==> config.mk <==
export PLATFORM = sky130hd
export DESIGN_NAME = decode_stage_flat
export DESIGN_NICKNAME = d
export VERILOG_FILES = /design/src/rtl/mips_pkg.sv /design/src/rtl/decode_stage_if.sv /design/src/rtl/decode_stage_control.sv /design/src/rtl/decode_stage.sv /design/src/flat_wrapper.sv
export SDC_FILE = /design/constraint.sdc
export NUM_CORES = 1
export LEC_CHECK = 0
export CAP_MARGIN = 10
export CORE_MARGIN = 2
export CORE_UTILIZATION = 43
export CTS_BUF_LIST = sky130_fd_sc_hd__clkbuf_4
export DETAILED_ROUTE_END_ITERATION = 10
export PLACE_DENSITY_LB_ADDON = 0.25
export SETUP_SLACK_MARGIN = 0.4
export SYNTH_ARGS = -nofsm -noshare
export SYNTH_HDL_FRONTEND = slang
export SYNTH_HIERARCHICAL = 1
export SYNTH_SLANG_ARGS = --single-unit
==> constraint.sdc <==
create_clock -name CLK -period 3 [get_ports CLK]
set_input_delay 0.6 -clock CLK [delete_from_list [all_inputs] [get_ports CLK]]
set_output_delay 0.6 -clock CLK [all_outputs]
set_load 0.02 [all_outputs]
run_1/layer_met1.png
Scale bar: 50 um. Supply wires on this layer in gray.
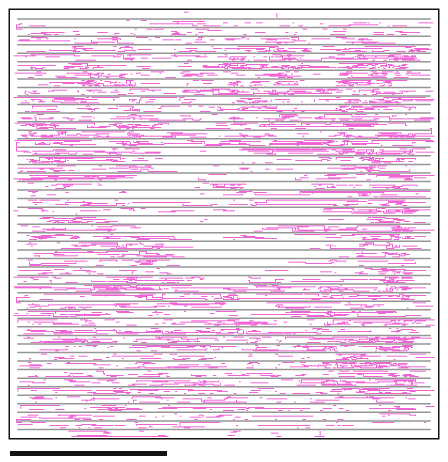
main direction: horizontal
nets with wire on the layer: 1006
longest straight run: 54.3 um
met1 usage: 30.5%
number of vias after detailed routing: 6675
total wire length after detailed routing: 24900 um

run_1/congestion.png
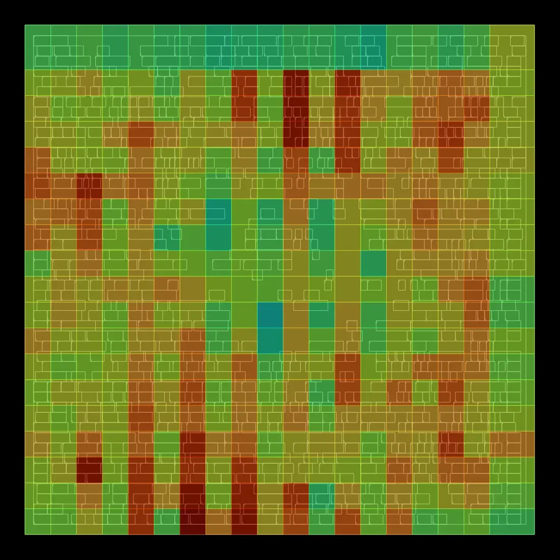
met2 routing resource usage after global routing: 43.6%
Overall Global Routing Usage: 25.8%
share of the core filled with cells in the final layout: 68.4%

run_1/detail.png
Scale bar: 10 um. Window x 82 to 122, y 14 to 54 um. Cells in gray, sequential cells in the stronger gray; small squares are vias.
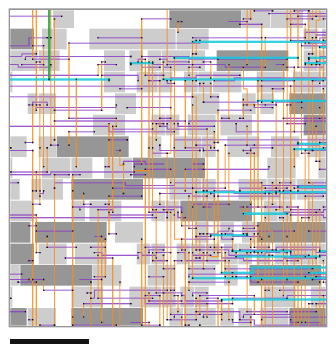
[metal 2] orange
[metal 3] cyan
[metal 4] green
[metal 1] purple
most frequent: clkdlybuf4s50_1 (23), nand3_1 (16), mux2_1 (16)
cells with their middle in the window: 110
sequential cells in the window: 13

run_1/logic_types.png
Scale bar: 50 um.
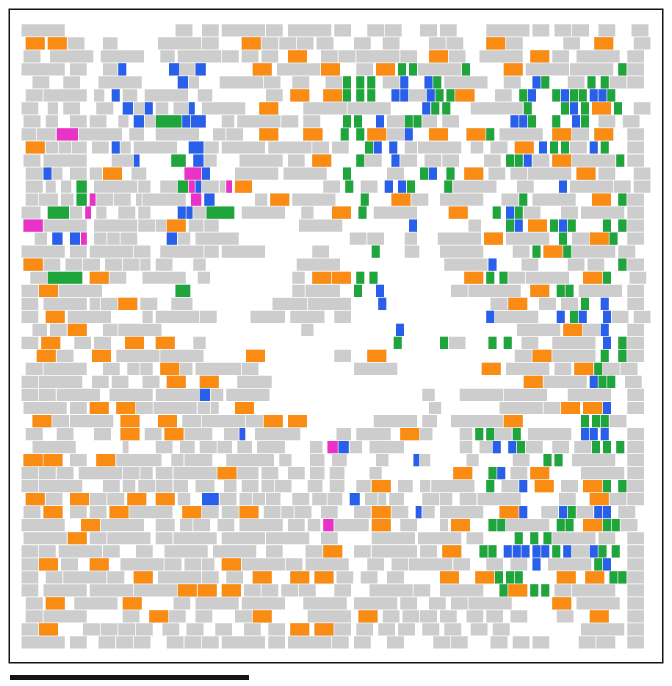
[inverting AOI/OAI gates] green | cells: 137
[NOR gates] magenta | cells: 11
[multiplexers] orange | cells: 135 | where: spread over the die
[NAND gates] blue | cells: 95 | where: spread over the die
combinational fraction of the cell area: 28.7%
highest-count logic cell in the final layout: sky130_fd_sc_hd__clkdlybuf4s50_1

==> qor_table.md <==
| Quantity | This run |
| --- | --- |
| DR pass1 iterations | 5 |
| Post-detailed-route count of antenna-violating nets | 0 |
| Via count of the first global-routing pass | 6644 |
| DRC violations left | 0 |
| Final weighted congestion in routability-driven placement | 0.838 |
| Leak | 4.63 nW |
| Headroom to the max-slew limit | 54.3% |
| Kind of end point of the critical path | output pin |
| Sequential share of power | 44.0% |
| Overall chip area | 18500 um^2 |
| Count of final max-slew check failures | 0 |
| Adder-Cell Fraction of Synth Area | 0.167% |
| Register-to-register setup slack | 0.43 ns |
| Wire length of the first global-routing pass | 36600 um |
| Nets at Floorplan | 843 |
| Clock Path Buffers | 2 |
| Area grow syn2layout | 56.4% |
| Floorplan die height | 136 um |
| Number of standard cells in the final layout excluding fillers | 1251 |
| Arrival time reported for the critical path endpoint | 2.06 ns |
| Final-report setup violation count | 0 |
| Net switching share of the total power | 30.8% |
| Routed wire per std cell | 19.9 um |
| Count of max-cap constraint violations | 0 |
| R2R depth | 12 |
| Number of hold-slack violations in the final timing report | 0 |
| NetSw | 1.61 mW |
| Internal power | 3.62 mW |
| Seq/Total Area, Yosys | 49.7% |
| Synth Area in XOR/XNOR | 3.85% |
| Chip area in the Yosys report | 7510 um^2 |
| Floorplan Core Area | 17200 um^2 |
| Detail Route met3 WL | 2580 um |
| Clk ins delay skew pair | 0.55 ns |
| Number of H-tree levels | 4 |
| Status | finished clean |
| Post-route setup TNS | 0 ns |
| Placed cell count | 1206 |
| AND-OR/OR-AND Cells, Area Fraction | 9.75% |
| Relative contribution of combinational cells to total power | 30.5% |
| Worst VDD drop | 330 uV |
| Final non-filler cell area | 11700 um^2 |
| Kind of start point of the critical path | flop |
| Placed standard-cell area | 11200 um^2 |
| Wire length on met1 | 9460 um |
| Number of distinct standard cells referenced by the synthesized netlist | 39 |
| Ratio of final minimum period to clock period | 88.8% |
| Power Density | 446 nW/um^2 |
| Initial DRC Count | 361 |
| Minimum clock period | 2.66 ns |
| Synth Register Bits | 149 |
| Fraction of layout instances using a drive strength above 1 | 17.5% |
| Num ports | 352 |
| Number of warnings issued by yosys | 6 |
| Die extent in x | 136 um |
| Area fraction in mux cells | 20.2% |
| Critical Path Fanout Max | 2 |
| Clock Skews | 0.0215 ns |
| Critical setup path kind | flop to output pin |
| Half-perimeter wire length after detailed placement | 17600 um |
| Congestion Overflow GR | 0 |
| Placement Rows | 48 |
| CTS tree | built |
| Register clock-pin slew on the reported worst setup and hold paths | 0.12 ns |
| Most numerous logic cells after layout | sky130_fd_sc_hd__clkdlybuf4s50_1, sky130_fd_sc_hd__dfrtp_1, sky130_fd_sc_hd__nand3_1 |
| Root Buffer Master | sky130_fd_sc_hd__clkbuf_4 |
==> run 1: cells by family (layout without fill, tap and decap cells) <==
group                    after synthesis  in the layout
flip-flops                           149            149
other                                  0              2
AND/OR/NAND/NOR                      132            132
multiplexers                         135            135
buffers and inverters                 84            436
XOR/XNOR                              33             33
adder cells (fa/ha/maj)                1              1
AND-OR/OR-AND                        138            138
==> run 1: worst max-delay path: stages (launching register included) <==
cell	delay, ns
sky130_fd_sc_hd__dfrtp_2	0.44
sky130_fd_sc_hd__or4_4	0.53
sky130_fd_sc_hd__o2111a_2	0.30
sky130_fd_sc_hd__nand2_2	0.09
sky130_fd_sc_hd__nor2_4	0.03
sky130_fd_sc_hd__buf_6	0.13
==> run 1: synth_stat cells, drive strengths merged <==
cell	number	area, um^2
a311oi	2	23.8
nand2b	1	6.26
or3b	1	8.76
or3	2	13.8
and2	9	56.3
or2	1	6.26
nor4	1	6.26
clkbuf	36	135
or4	4	33.8
and3	6	37.5
buf	47	362
nor4bb	1	10.0
mux2	134	1510
nor3b	1	12.5
ha	1	12.5
nand2	9	33.8
a21oi	65	337
and4b	1	10.0
nand3	73	365
xnor2	33	289
o2111a	1	11.3
a31oi	1	6.26
nand4	10	62.6
dfrtp	149	3730
o21ai	64	320
and4	2	17.5
o2111ai	1	8.76
nor2	8	30.0
inv	1	3.75
o22ai	4	25.0
mux2i	1	10.0
nand4b	2	17.5
==> run 1: per-layer routing <==
layer,vias up,track usage [%]
met1,3244,30.5
met4,0,8.28
li1,3069,-
met5,-,0
met3,38,9.47
met2,324,43.6
==> run 1: power by group through the flow <==
stage / registers (mW) / clock network (mW) / logic [mW]
floorplan: 2.57 / 0 / 0.470
global placement: 2.33 / 0 / 1.54
detailed placement: 2.35 / 0 / 1.55
CTS: 2.30 / 1.38 / 1.58
global route: 2.33 / 1.47 / 1.69
finish: 2.30 / 1.33 / 1.60
==> run 1: timing repair <==
action | in CTS | in global routing
resized | 21 | 9
setup buffers | 5 | 4
pin swaps | 6 | 5
cloned | 0 | 3
endpoints found under the setup margin | 71 | 65
hold buffers | 0 | 0
==> run 1: per-stage QoR <==
step | power, mW | hold WS, ns | util (%)
finish | 5.24 | 0.0308 | 68.4
global route | 5.49 | 0.0434 | 68.4
CTS | 5.26 | 0.0318 | 67.5
detailed placement | 3.90 | 0.474 | 65.4
global placement | 3.88 | 0.467 | 65.4
floorplan | 3.04 | 0.304 | -
==> run 1: layout make-up <==
type | instances | area [um^2]
fillers | 1390 | 5430
repair buffers | 404 | 4060
flip-flops and latches | 149 | 3730
multi-input cells | 439 | 3370
well taps | 225 | 282
clock inverters | 13 | 156
clock buffers | 18 | 135
diodes | 2 | 5.00
inverters | 1 | 3.75
No activity file was given, so power comes from the tool's default toggle rates.
